run_1/met1.png
Supply wires on this layer in grey.
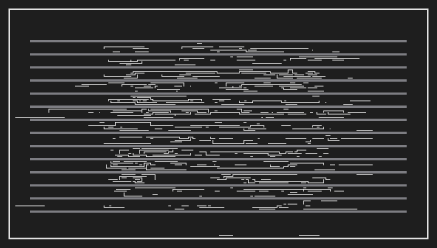
run_1/met2.png
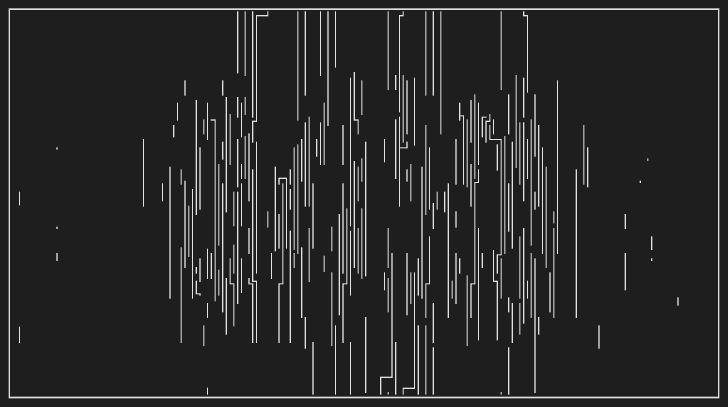
run_1/met3.png
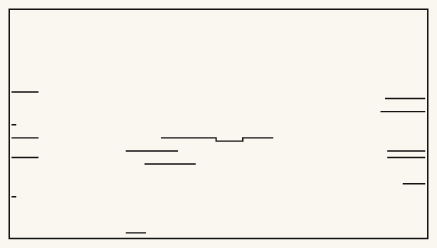
### src/rtl/alu_ctrl_pkg.sv
// Shared definitions for the serial ALU controller: the FSM state encoding,
// the opcode constants understood by the attached ALU, and a small helper.
package alu_ctrl_pkg;

   // Frame-handling states of the controller.
   typedef enum logic [2:0] {
      IDLE      = 3'd0,
      WAIT_B    = 3'd1,
      WAIT_OP   = 3'd2,
      EXEC      = 3'd3,
      SEND      = 3'd4,
      WAIT_DONE = 3'd5
   } state_t;

   // Opcode values shared with the ALU (MIPS-style function codes).
   localparam logic [5:0] OP_ADD = 6'b100000;
   localparam logic [5:0] OP_SUB = 6'b100010;
   localparam logic [5:0] OP_AND = 6'b100100;
   localparam logic [5:0] OP_OR  = 6'b100101;
   localparam logic [5:0] OP_XOR = 6'b100110;
   localparam logic [5:0] OP_SRA = 6'b000011;
   localparam logic [5:0] OP_SRL = 6'b000010;
   localparam logic [5:0] OP_NOR = 6'b100111;

   // True while the controller is waiting for the second or third byte of a frame.
   function automatic logic is_collecting(input state_t s);
      return (s == WAIT_B) || (s == WAIT_OP);
   endfunction

endpackage

### src/rtl/alu_ctrl_timer.sv
// Inter-byte timeout counter for alu_ctrl. Counts enabled cycles and flags
// expiry in the cycle where the count sits at TIMEOUT_CYCLES-1 without a
// clear. Only instantiated when ALU_CTRL_TIMEOUT_EN is defined.
module alu_ctrl_timer #(
   parameter int TIMEOUT_CYCLES = 100_000_000
) (
   input  logic clock,
   input  logic i_reset,
   input  logic i_clear,
   input  logic i_enable,
   output logic o_expire
);

   localparam int NB_CNT = (TIMEOUT_CYCLES > 1) ? $clog2(TIMEOUT_CYCLES) : 1;
   localparam logic [NB_CNT-1:0] CNT_LAST = NB_CNT'(TIMEOUT_CYCLES - 1);

   logic [NB_CNT-1:0] cnt_q;
   logic [NB_CNT-1:0] cnt_d;

   assign o_expire = i_enable && !i_clear && (cnt_q == CNT_LAST);

   // Next count: restart on clear or when idle, wrap to zero on expiry.
   always_comb begin
      cnt_d = cnt_q;
      if (i_clear || !i_enable) begin
         cnt_d = '0;
      end else if (cnt_q == CNT_LAST) begin
         cnt_d = '0;
      end else begin
         cnt_d = cnt_q + NB_CNT'(1);
      end
   end

   // Count register with synchronous active-low reset.
   always_ff @(posedge clock) begin
      if (!i_reset) begin
         cnt_q <= '0;
      end else begin
         cnt_q <= cnt_d;
      end
   end

endmodule

### src/rtl/alu_ctrl.sv
// Serial front end for a combinational ALU: collects operand A, operand B and
// the opcode as three received bytes, captures the ALU result, and hands it to
// the transmitter. Optional inter-byte timeout enabled by macro
// ALU_CTRL_TIMEOUT_EN; without it o_error is constant 0 and the FSM waits
// indefinitely for the remaining bytes of a frame.
module alu_ctrl
   import alu_ctrl_pkg::*;
#(
   parameter int NB_DATA        = 8,
   parameter int NB_AB          = 4,
   parameter int NB_OP          = 6,
   parameter int TIMEOUT_CYCLES = 100_000_000
) (
   input  logic               clock,
   input  logic               i_reset,
   input  logic [NB_DATA-1:0] i_rx_data,
   input  logic               i_rx_valid,
   output logic [NB_DATA-1:0] o_tx_data,
   output logic               o_tx_start,
   input  logic               i_tx_done,
   output logic [NB_AB-1:0]   o_alu_a,
   output logic [NB_AB-1:0]   o_alu_b,
   output logic [NB_OP-1:0]   o_alu_op,
   input  logic [NB_AB-1:0]   i_alu_result,
   output logic               o_busy,
   output logic               o_error
);

   // Reject parameterisations the byte slicing cannot honour.
   if ((NB_AB > NB_DATA) || (NB_OP > NB_DATA) || (NB_AB < 1) || (NB_OP < 1)
       || (TIMEOUT_CYCLES < 1)) begin : g_param_check
      $error("alu_ctrl: illegal parameter combination");
   end

   state_t             state_q, state_d;
   logic [NB_AB-1:0]   alu_a_q, alu_a_d;
   logic [NB_AB-1:0]   alu_b_q, alu_b_d;
   logic [NB_OP-1:0]   alu_op_q, alu_op_d;
   logic [NB_DATA-1:0] tx_data_q, tx_data_d;
   logic               tx_start_q, tx_start_d;
   logic               timeout_expire;

   // Upper bits of a received byte beyond the operand/opcode widths are
   // deliberately discarded.
   logic unused_rx_bits;
   assign unused_rx_bits = ^i_rx_data;

   assign o_alu_a    = alu_a_q;
   assign o_alu_b    = alu_b_q;
   assign o_alu_op   = alu_op_q;
   assign o_tx_data  = tx_data_q;
   assign o_tx_start = tx_start_q;
   assign o_busy     = (state_q != IDLE);

`ifdef ALU_CTRL_TIMEOUT_EN
   logic timer_enable;
   logic timer_clear;
   logic error_q, error_d;

   // The counter only runs mid-frame; any received strobe there is an
   // accepted byte and restarts it.
   assign timer_enable = is_collecting(state_q);
   assign timer_clear  = i_rx_valid;

   alu_ctrl_timer #(
      .TIMEOUT_CYCLES (TIMEOUT_CYCLES)
   ) u_timer (
      .clock    (clock),
      .i_reset  (i_reset),
      .i_clear  (timer_clear),
      .i_enable (timer_enable),
      .o_expire (timeout_expire)
   );

   // The abort pulse follows the expiry cycle by one clock.
   always_comb begin
      error_d = timeout_expire;
   end

   // Abort pulse register.
   always_ff @(posedge clock) begin
      if (!i_reset) begin
         error_q <= 1'b0;
      end else begin
         error_q <= error_d;
      end
   end

   assign o_error = error_q;
`else
   assign timeout_expire = 1'b0;
   assign o_error        = 1'b0;
`endif

   // Frame FSM: next state, operand/opcode loads, result capture, start strobe.
   always_comb begin
      state_d    = state_q;
      alu_a_d    = alu_a_q;
      alu_b_d    = alu_b_q;
      alu_op_d   = alu_op_q;
      tx_data_d  = tx_data_q;
      tx_start_d = 1'b0;
      case (state_q)
         IDLE: begin
            if (i_rx_valid) begin
               alu_a_d = i_rx_data[NB_AB-1:0];
               state_d = WAIT_B;
            end
         end
         WAIT_B: begin
            if (i_rx_valid) begin
               alu_b_d = i_rx_data[NB_AB-1:0];
               state_d = WAIT_OP;
            end else if (timeout_expire) begin
               state_d = IDLE;
            end
         end
         WAIT_OP: begin
            if (i_rx_valid) begin
               alu_op_d = i_rx_data[NB_OP-1:0];
               state_d  = EXEC;
            end else if (timeout_expire) begin
               state_d = IDLE;
            end
         end
         EXEC: begin
            // ALU has had a full cycle with stable inputs; capture its result
            // and raise the start strobe for the single SEND cycle.
            tx_data_d  = NB_DATA'(i_alu_result);
            tx_start_d = 1'b1;
            state_d    = SEND;
         end
         SEND: begin
            state_d = WAIT_DONE;
         end
         WAIT_DONE: begin
            if (i_tx_done) begin
               state_d = IDLE;
            end
         end
         default: begin
            state_d = IDLE;
         end
      endcase
   end

   // State and datapath registers; reset abandons any partial frame.
   always_ff @(posedge clock) begin
      if (!i_reset) begin
         state_q    <= IDLE;
         alu_a_q    <= '0;
         alu_b_q    <= '0;
         alu_op_q   <= '0;
         tx_data_q  <= '0;
         tx_start_q <= 1'b0;
      end else begin
         state_q    <= state_d;
         alu_a_q    <= alu_a_d;
         alu_b_q    <= alu_b_d;
         alu_op_q   <= alu_op_d;
         tx_data_q  <= tx_data_d;
         tx_start_q <= tx_start_d;
      end
   end

endmodule

### config.mk
export PLATFORM = sky130hd
export DESIGN_NAME = alu_ctrl
export DESIGN_NICKNAME = d
export VERILOG_FILES = /design/src/rtl/alu_ctrl_pkg.sv /design/src/rtl/alu_ctrl_timer.sv /design/src/rtl/alu_ctrl.sv
export SDC_FILE = /design/constraint.sdc
export NUM_CORES = 1
export LEC_CHECK = 0
export ABC_AREA = 1
export CAP_MARGIN = 20
export CELL_PAD_IN_SITES_DETAIL_PLACEMENT = 1
export CELL_PAD_IN_SITES_GLOBAL_PLACEMENT = 1
export CORE_ASPECT_RATIO = 0.5
export CORE_MARGIN = 4
export CORE_UTILIZATION = 29
export CTS_CLUSTER_SIZE = 24
export DETAILED_ROUTE_END_ITERATION = 6
export PLACE_DENSITY = 0.9
export SETUP_SLACK_MARGIN = 0.05
export SLEW_MARGIN = 5
export SYNTH_ARGS = -nofsm -noshare
export SYNTH_HDL_FRONTEND = slang
export SYNTH_SLANG_ARGS = --single-unit
### constraint.sdc
create_clock -name clock -period 3.13 [get_ports clock]
set_clock_uncertainty 0.15 [all_clocks]
set_input_delay 0.4695 -clock clock [delete_from_list [all_inputs] [get_ports clock]]
set_output_delay 0.4695 -clock clock [all_outputs]
set_load 0.05 [all_outputs]
==> metrics.yaml, run 1 <==
global_routing:
  grt_start_max_net_pins: 20
  first_global_vias: 913
clock_network:
  h-tree-depth: 1
finish:
  nClkBuffers: 3
  comb_cells: 79
  nonClkBufAreaFrac_pct: 25.2
  seq_cells: 22
logic_synthesis:
  ys_sh_adder_pct: 0
  edf_count: 0
  yosys-top-cells-area: "dfxtp_1, nor2_1, o21ai_0"
  ys_types: 19
  ys_ff: 22
  ys_area_um2: 895
  top_cell_area_share_pct: 49.2
worst_setup_path:
  worst_setup_path_start_kind: "register"
  cp_max_fo: 6
  worst_setup_path_end_kind: "primary output"
run_status:
  status: "finished, final reports clean"
floorplan:
  io_pins: 41
  nWellTaps: 37
  core_mm2: 0.00277
  placementRows: 13
  dieWidth_um: 86.5
power:
  p_switching_mw: 0.236
  p_clk_mw: 0.268
placement:
  place_area_mm2: 0.00124
routing:
  final_antenna_net_count: 0
sta:
  finalSetupViolCount: 0
Notes on met1.png above:
- share of all routed wire: 43%
- longest straight run: 17.9 µm
- wire length on this layer: 1190 µm
- main direction: horizontal
met1 GRT Util: 16.2%
final wirelength: 2.79 mm
routed via count: 885

Notes on met2.png above:
- wire length on this layer: 1480 µm
- nets with wire on the layer: 152
- main direction: vertical
- share of all routed wire: 53%
met2 Usage GRT: 28.7%

Notes on met3.png above:
- longest straight run: 11.3 µm
- share of all routed wire: 3.7%
- wire length on this layer: 103 µm
- nets with wire on the layer: 13
routing usage on met3: 2.63%

## run 1: worst min-delay path: stages, from the launching register on
cell,delay [ps]
dfxtp_1,320
inv_1,50
a21oi_1,50
## run 1: sequential cells by signal (all words and copies together), names as in the netlist
register and count:
o_alu_b 4, state_q 3, o_alu_op 6, o_tx_data 4, o_alu_a 4, o_tx_start 1
## run 1: kinds of logic (layout without fill, tap and decap cells)
logic type | Yosys count | after routing
and+or+nand+nor | 48 | 48
AOI/OAI and AO/OA | 26 | 26
DFF | 22 | 22
buffers and inverters | 20 | 50
other | 1 | 5
## run 1: per-layer routing
metal	global-route usage (%)	up-vias	routed length, µm
met5	0	-	0
met1	16.2	433	1190
met2	28.7	17	1480
met4	2.80	0	14
met3	2.63	2	103
li1	-	433	-
run_1/wire_density.png
Bar = 20 µm. 17 x 9 tiles, from dark purple (low) to yellow (high), scaled to the fullest tile. Values are wire area over tile area, all layers added.
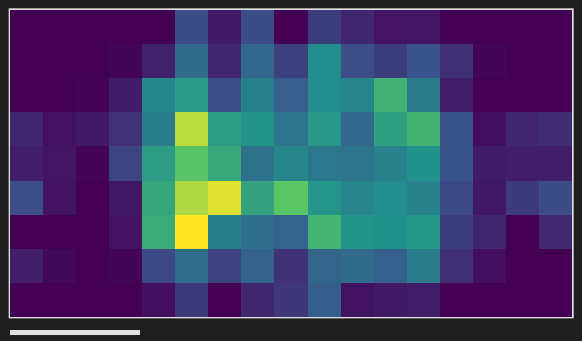

--- run 2 (diff from run 1) ---
- CORE_UTILIZATION: 29 -> 27
- PLACE_DENSITY: 0.9 -> 0.85
- clock period: 3.13 -> 2.2 ns (I/O delays scaled with it)
run_2/wire_density.png
Bar = 20 µm. 18 x 10 tiles, from dark purple (low) to yellow (high), scaled to the fullest tile. Values are wire area over tile area, all layers added.
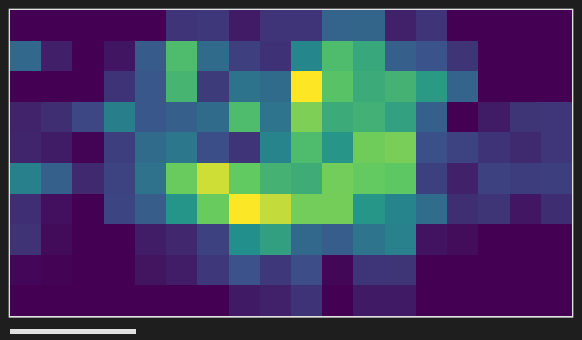
- mean over tiles: 0.085
- tiles over half the peak: 19%
- fullest tile: 0.34
- densest ninth of the die: centre
- nearly empty tiles: 28%
routed via count: 842
GRT Resource Usage Total: 11.6%
Routed WL per cell: 12.4 µm

run_2/met1.png
Supply wires on this layer in grey.
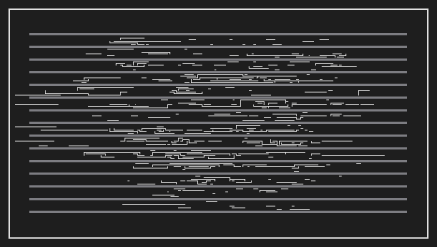
met1 GRT Util: 13.3%
final wirelength: 2.37 mm

==> run 2 against run 1 <==
Sequential cell count did not move. Via count shrank 4.9%. First-iteration DRC count decreased by 44%. Die size increased by 6.4%. Count of clock-buffer cells in the layout stayed put. Sequential power increased by 42%. Wire length down 15%. Combinational power is 39% higher. Setup slack got worse by 440 ps. Total power rose by 23%. Final cell count increased by 1.6%.
==> metrics.yaml, run 2 <==
floorplan:
  core_mm2: 0.00308  # +11%
  fp_util_pct: 29.0
  io_pins: 41  # unchanged
  nWellTaps: 40  # +8.1%
  dieWidth_um: 89.4  # +3.3%
  placementRows: 14  # +1
global_routing:
  grt_first_pass_wirelength_mm: 3.96
  met3_usage_pct: 3.56  # +0.93 points
  gr-usage-met2_pct: 20.4  # -8.3 points
  first_global_vias: 874  # -4.3%
  grt.busiest_layer: "met2"
  grt_start_max_net_pins: 15  # -25%
finish:
  comb_cells: 79  # unchanged
  clkCellAreaFrac_pct: 3.20
  area_dominant_class: "sequential cells"
  largest_reg_flops: 6  # unchanged
  seq_cells: 22  # unchanged
  lay_top_count: "clkdlybuf4s50_1"
  nonClkBufAreaFrac_pct: 26.0  # +0.80 points
  nClkBuffers: 3  # unchanged
  stdcell_area_mm2: 0.00129
power:
  p_switching_mw: 0.311  # +32%
  p_clk_mw: 0.244  # -9.0%
worst_setup_path:
  worst_setup_path_start_kind: "register"
  worst_setup_path_end_kind: "primary output"
  cpMaxStageDelayCell: "clkdlybuf4s50_1"
logic_synthesis:
  yosys-top-cells-area: "dfxtp_1, nor2_1, o21ai_0"
  ys_sh_adder_pct: 0  # unchanged
  edf_count: 0  # unchanged
  ys_area_um2: 895  # unchanged
  top_cell_area_share_pct: 49.2  # unchanged
  top_cell: "nor2_1"
  ys_types: 19  # unchanged
  ys_top_cells_by_count: "nor2_1, dfxtp_1, o21ai_0"
  ys_ff: 22  # unchanged
routing:
  final_antenna_net_count: 0  # unchanged
  wl_met2_mm: 1.21  # -18%
  wl_met3_um: 109  # +5.8%
  drt-met1-wl_mm: 1.03  # -14%
  top_layer: "met4"
run_status:
  status: "finished, final reports clean"
sta:
  min_period_ps: 1900
  tns_ps: 0
  finalSetupViolCount: 0  # unchanged
clock_network:
  h-tree-depth: 1  # unchanged
  insertion_delay_ps: 260
placement:
  dp_slack_ps: 525
  place_area_mm2: 0.00125  # +0.71%
-- run 2: netlist changes by cell type in the layout (fill, tap and decap cells not counted) --
cell             delta
buf_4               +2
clkdlybuf4s50_1     -1
bufinv_16           -1
-- run 2: final timing paths --
kind | from | endpoint | cells after the start
max | o_alu_op[3]$_SDFFE_PN0P_ | o_alu_op[3] | 1
min | o_alu_a[3]$_SDFFE_PN0P_ | o_alu_a[3]$_SDFFE_PN0P_ | 2
max reg2reg | state_q[0]$_SDFFE_PN0P_ | o_alu_b[1]$_SDFFE_PN0P_ | 5
min reg2reg | o_alu_a[3]$_SDFFE_PN0P_ | o_alu_a[3]$_SDFFE_PN0P_ | 2
--- run 3 (diff from run 2) ---
- CAP_MARGIN: 20 -> 25
run_3/wire_density.png
Bar = 20 µm. 18 x 10 tiles, from dark purple (low) to yellow (high), scaled to the fullest tile. Values are wire area over tile area, all layers added.
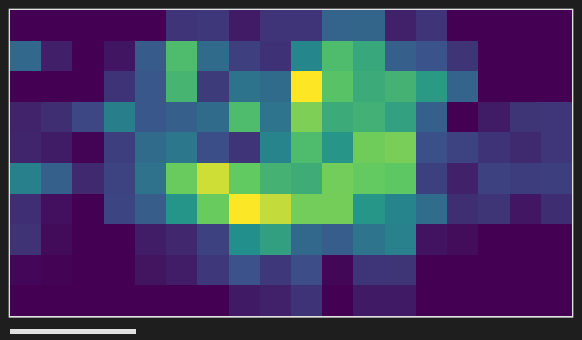

==> run 3 against run 2 <==
Critical endpoint unchanged. Highest routed layer unchanged. Sequential power is essentially flat. Via count is the same. Non-clock buffer count is the same.
==> metrics.yaml, run 3 <==
run_status:
  status: "finished, final reports clean"
clock_network:
  h-tree-depth: 1  # unchanged
worst_setup_path:
  worst_setup_path_end_kind: "primary output"
  critPathBufInv: 1
  critPathCapture: "o_alu_op[3]"
  crit_arrival_ps: 1420
  ff2ff_path_depth: 5  # unchanged
  rr_endpoint: "o_alu_b[1]$_SDFFE_PN0P_"
  worst_setup_path_start_kind: "register"
  r2r_start: "state_q[0]$_SDFFE_PN0P_"
  cpMaxStageDelayCell: "clkdlybuf4s50_1"
  crit_start: "o_alu_op[3]$_SDFFE_PN0P_"
  cp_cell_sequence: "clkdlybuf4s50_1"
floorplan:
  dieWidth_um: 89.4  # unchanged
  placementRows: 14  # unchanged
  fp_util_pct: 29.0  # unchanged
routing:
  final_antenna_net_count: 0  # unchanged
  wl_mm: 2.37  # unchanged
  route.detailed.drc: 0
  wire_per_inst_um: 12.4  # unchanged
  vias: 842  # unchanged
logic_synthesis:
  edf_count: 0  # unchanged
  ys_types: 19  # unchanged
  top_cell_area_share_pct: 49.2  # unchanged
  yosys-top-cells-area: "dfxtp_1, nor2_1, o21ai_0"
  ys_ff: 22  # unchanged
  ys_top_cells_by_count: "nor2_1, dfxtp_1, o21ai_0"
  ys_area_um2: 895  # unchanged
  ys_sh_adder_pct: 0  # unchanged
power:
  p_switching_mw: 0.311  # unchanged
  p_clk_mw: 0.244  # about the same
  swShare_pct: 33.0
finish:
  comb_cells: 79  # unchanged
  nonClkBufAreaFrac_pct: 26.0  # unchanged
  buffers: 34
  area_dominant_class: "sequential cells"
  nClkBuffers: 3  # unchanged
  seq_cells: 22  # unchanged
  lay_top_count: "clkdlybuf4s50_1"
  largest_reg_flops: 6  # unchanged
  clkCellAreaFrac_pct: 3.20  # unchanged
min_path:
  worstHoldStart: "o_alu_a[3]$_SDFFE_PN0P_"
  worstHoldEndpoint: "o_alu_a[3]$_SDFFE_PN0P_"
  whs_path_depth: 2  # unchanged
run:
  max_cap_violations: 0
global_routing:
  grt_usage_pct: 11.6  # unchanged
  grt_first_pass_wirelength_mm: 3.96  # unchanged
sta:
  min_period_ps: 1900  # unchanged
  finalSetupViolCount: 0  # unchanged
  tns_ps: 0  # unchanged
run_3/final_clocks.png
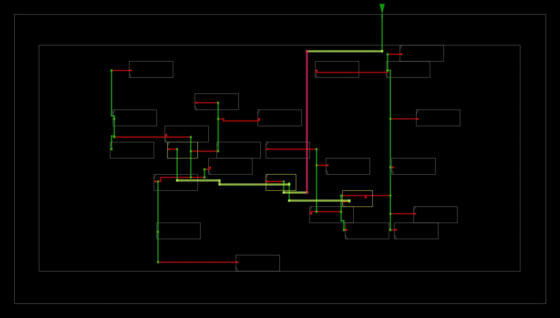
CTS Buf Count: 3
CTS Sinks: 22
Late-Pin Clk Latency: 260 ps

==> run 3: cell counts after synthesis <==
No cell type changed its count.
==> run 3: per-stage QoR <==
step           utilization (%)  worst slack (ps)  hold slack [ps]  cell area [µm²]
3_5_place_dp              40.5               525              293             1250
3_3_place_gp              40.5               587              287             1250
4_1_cts                   41.8               296              304             1290
5_1_grt                   41.8               252              325             1290
2_1_floorplan                -               853              315              910
6_report                  41.8               304              297             1290
==> run 3: layer usage <==
layer	vias to the layer above	track usage [%]	wire [µm]
met1	387	13.3	1030
met4	0	3.71	23
met5	-	0	0
met2	19	20.4	1210
li1	434	-	-
met3	2	3.56	109
Power and IR drop assume default switching activity.
